### config.mk
export PLATFORM = sky130hd
export DESIGN_NAME = present_enc_sched
export DESIGN_NICKNAME = d
export VERILOG_FILES = /design/src/rtl/present_enc_sched.sv
export SDC_FILE = /design/constraint.sdc
export NUM_CORES = 1
export LEC_CHECK = 0
export ABC_AREA = 1
export CORE_AREA = 2 2 219 221
export CTS_BUF_LIST = sky130_fd_sc_hd__clkbuf_8
export CTS_CLUSTER_DIAMETER = 120
export DETAILED_ROUTE_END_ITERATION = 7
export DIE_AREA = 0 0 221 223
export PLACE_DENSITY = 0.47
export SLEW_MARGIN = 10
export SYNTH_ARGS = -nofsm -noshare
export SYNTH_HDL_FRONTEND = slang
export SYNTH_SLANG_ARGS = --single-unit
### constraint.sdc
create_clock -name clk -period 3.84 [get_ports clk]
set_input_delay 0.768 -clock clk [delete_from_list [all_inputs] [get_ports clk]]
set_output_delay 0.768 -clock clk [all_outputs]
set_load 0.1 [all_outputs]
### src/rtl/present_enc_sched.sv
// Round-robin scheduler that time-shares one PRESENT-80 core between two requesters.
// It counts the core's rounds and captures the ciphertext in the single cycle it is valid.
module present_enc_sched #(
    parameter int CORE_CYCLES = 31,
    parameter int CNT_W       = 5
) (
    input  logic        clk,
    input  logic        rst,
    input  logic        req0_valid,
    output logic        req0_ready,
    input  logic [63:0] req0_pt,
    input  logic [79:0] req0_key,
    input  logic        req1_valid,
    output logic        req1_ready,
    input  logic [63:0] req1_pt,
    input  logic [79:0] req1_key,
    output logic        rsp_valid,
    input  logic        rsp_ready,
    output logic [63:0] rsp_ct,
    output logic        rsp_id,
    output logic        core_load,
    output logic [63:0] core_idat,
    output logic [79:0] core_key,
    input  logic [63:0] core_odat,
    output logic        busy
);

    // Handshakes: a transfer happens on the rising edge where valid && ready.
    // Requesters may drop valid before acceptance. rsp_ct/rsp_id hold while
    // rsp_valid && !rsp_ready.

    typedef enum logic [1:0] {
        IDLE = 2'd0,
        RUN  = 2'd1,
        CAP  = 2'd2
    } state_t;

    localparam logic [CNT_W-1:0] CNT_LAST = CNT_W'(CORE_CYCLES - 1);

    state_t           state;
    state_t           state_nxt;
    logic [CNT_W-1:0] cnt;
    logic             rr_ptr;
    logic             id_reg;
    logic             grant_vld;
    logic             grant_id;

    // A grant needs a free capture slot, so a pending response stalls all new jobs.
    always_comb begin
        grant_vld = 1'b0;
        grant_id  = 1'b0;
        if (!rst && state == IDLE && !rsp_valid) begin
            if (req0_valid && req1_valid) begin
                grant_vld = 1'b1;
                grant_id  = rr_ptr;
            end else if (req0_valid) begin
                grant_vld = 1'b1;
                grant_id  = 1'b0;
            end else if (req1_valid) begin
                grant_vld = 1'b1;
                grant_id  = 1'b1;
            end
        end
    end

    always_comb begin
        core_load  = grant_vld;
        req0_ready = grant_vld && !grant_id;
        req1_ready = grant_vld && grant_id;
        core_idat  = '0;
        core_key   = '0;
        if (grant_vld) begin
            core_idat = grant_id ? req1_pt : req0_pt;
            core_key  = grant_id ? req1_key : req0_key;
        end
    end

    always_comb begin
        state_nxt = state;
        case (state)
            IDLE:    if (grant_vld) state_nxt = RUN;
            RUN:     if (cnt == CNT_LAST) state_nxt = CAP;
            CAP:     state_nxt = IDLE;
            default: state_nxt = IDLE;
        endcase
    end

    assign busy = (state != IDLE);

    always_ff @(posedge clk) begin
        if (rst) begin
            state     <= IDLE;
            cnt       <= '0;
            rr_ptr    <= 1'b0;
            id_reg    <= 1'b0;
            rsp_valid <= 1'b0;
            rsp_ct    <= '0;
            rsp_id    <= 1'b0;
        end else begin
            state <= state_nxt;
            if (rsp_valid && rsp_ready) rsp_valid <= 1'b0;
            case (state)
                IDLE: begin
                    if (grant_vld) begin
                        id_reg <= grant_id;
                        rr_ptr <= ~grant_id;
                        cnt    <= '0;
                    end
                end
                RUN: cnt <= cnt + 1'b1;
                // core_odat holds the ciphertext only in this cycle; the slot is known free
                CAP: begin
                    rsp_ct    <= core_odat;
                    rsp_id    <= id_reg;
                    rsp_valid <= 1'b1;
                end
                default: ;
            endcase
        end
    end

endmodule

==> flow_metrics.env <==
# physical design summary
export IMPL_run_status="completed"
export IMPL_relative_slew_slack=0.306
export IMPL_worst_r2r_start="state[1]$_SDFFE_PP0P_"
export IMPL_synth_ff_latch_count=75
export IMPL_postCtsSetupBuffers=0
export IMPL_netSwitchingFraction=0.439
export IMPL_cts_reportedPaths_clkPinSlew_ps=80
export IMPL_viasPerCell=3.59
export IMPL_setup_worst_path_start_class="input pin"
export IMPL_max_cap_violations=0
export IMPL_critical_path_cell_chain="clkdlybuf4s50_1 > inv_1 > o21ai_1 > nand3_2 > inv_4 > buf_12 > nand2_1 > nand2_1 > buf_12"
export IMPL_drc=0
export IMPL_worst_ir_drop_vdd_mv=0.211
export IMPL_place_detailed_hpwl_mm=30.1
export IMPL_setup_viol=0
export IMPL_max_flop_register="rsp_ct"
export IMPL_boundaryPins=571
export IMPL_finalCriticalPeriod_ps=3420
export IMPL_tritoncts="built"
export IMPL_most_common_library_cell_in_the_layout_ignoring_fill_and_taps="nand2_1"
export IMPL_dr_pass1_iters=4
export IMPL_final_design_area_no_fill_um2=12600
export IMPL_core_region_area_um2=47100
export IMPL_synthToLayoutAreaGrowth_pct=179
export IMPL_design_die_area_um2=49300
export IMPL_post_synth_top_area_cell="nand2_1"
## cell families after synthesis
kind of cell,Yosys count,synth area share
fa+ha+maj,2,0.00553
buf+inv,68,0.0802
simple gates,593,0.497
compound gates,77,0.0854
flops,75,0.332
## power groups by stage
stage               logic (W)  registers, W  clock network, W
floorplan             0.00105      0.000801                 0
global placement      0.00204      0.000803                 0
detailed placement    0.00204      0.000803                 0
CTS                   0.00205      0.000784          0.000740
global route          0.00210      0.000785          0.000765
finish                0.00203      0.000784          0.000700
## worst paths after layout
| path | to | depth (start not counted) |
|---|---|---|
| setup / recovery | core_key[47] | 9 |
| setup reg to reg | rsp_ct[10]$_SDFFE_PP0P_ | 6 |
| hold / removal | rr_ptr$_SDFFE_PP0P_ | 2 |
| hold reg to reg | rr_ptr$_SDFFE_PP0P_ | 2 |
## per-layer routing
metal  vias up  routed length [um]  GRT usage
met5         -                 108          0
met4        16                 737     0.0517
met3        43                4010     0.0648
met2       369               15800      0.207
met1      3138               14500      0.164
li1       3599                   -          -
## worst reg2reg max path, cell delays in order, from the launching register on
cell and delay [ps]:
dfxtp_1 320, inv_1 100, nor2_4 40, inv_2 390, buf_4 500, nor2_1 130, nor2_1 120
## synth_stat cells
master,n
a21oi_1,7
buf_1,1
buf_2,17
buf_4,11
buf_6,6
clkbuf_1,17
dfxtp_1,75
ha_1,2
inv_1,14
inv_2,2
nand2_1,445
nand3_1,7
nand3_2,1
nand4_1,3
nor2_1,136
nor2_2,1
o21ai_0,59
o21ai_1,10
o22ai_1,1
## metrics by stage
step           setup slack (ps)  instances  total power [W]  hold WS (ps)
3_5_place_dp                370       1969          0.00285           460
4_1_cts                     367       1985          0.00357           474
2_1_floorplan               592        815          0.00185           439
5_1_grt                     244       1992          0.00365           497
6_report                    421       1997          0.00352           473
3_3_place_gp                390       1969          0.00284           464
## cell type report
class	count	area (um2)
inverter	16	62.6
antenna	12	30.0
tap	615	769
multi-input combinational	672	2680
clock buffer	9	124
clock inverter	7	100
sequential	75	1500
timing repair buffer	591	7380
fill	5100	34500
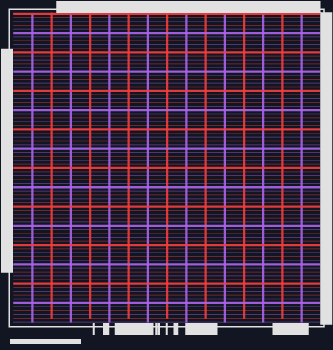
power_grid.png
Bar = 50 um. Pins as bars on the die edge.
[purple] VSS
[red] VDD
met1 rails: 81
signal pins: 571
met4 straps: 15
met5 straps: 16
rows: 80

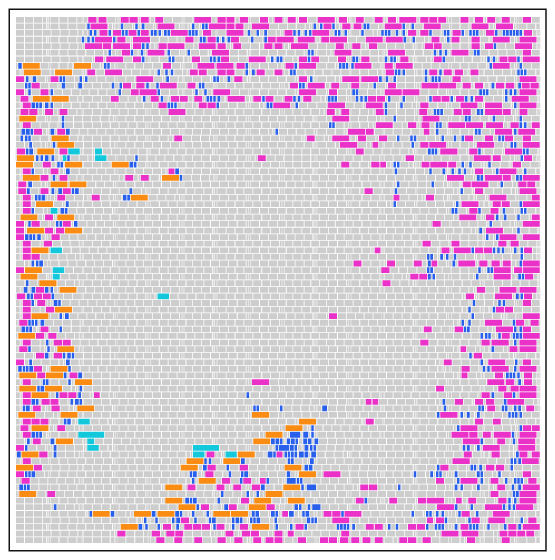
placement_by_type.png
Fill, decap, tap and diode cells in grey.
[cyan] clock drivers and dummy loads | cells: 16 | share of their area: 1.9%
[blue] combinational and other logic | cells: 688 | share of their area: 23%
[orange] flops | cells: 75 | share of their area: 13%
[magenta] other buffers and delay cells | cells: 591 | share of their area: 62%

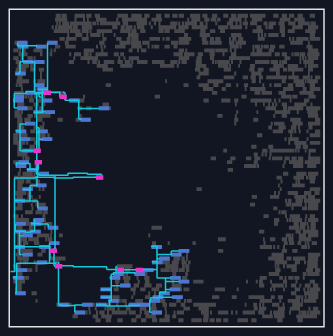
clk_routes.png
[magenta] clock drivers | count: 9
[blue] flip-flops | count: 75
[cyan] clock wires | length: 1230 um
routed clock nets: 10

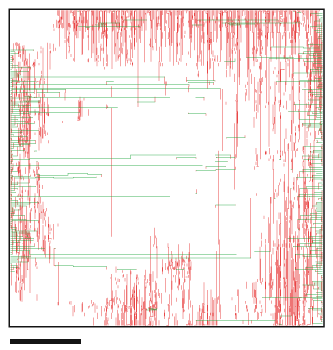
wires.png
Bar = 50 um. Only two layers are drawn.
[green] metal 3 | wire length: 4010 um
[red] metal 2 | wire length: 15800 um

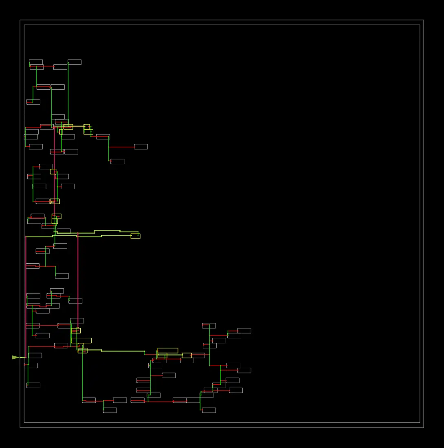
clocks.png
skew final: 11.3 ps
Skew-Pair Late Insertion Delay: 370 ps
sequential cell count: 75
clock sink total: 75
Clk power: 0.000700 W

Power is estimated from default activity; no workload was simulated.
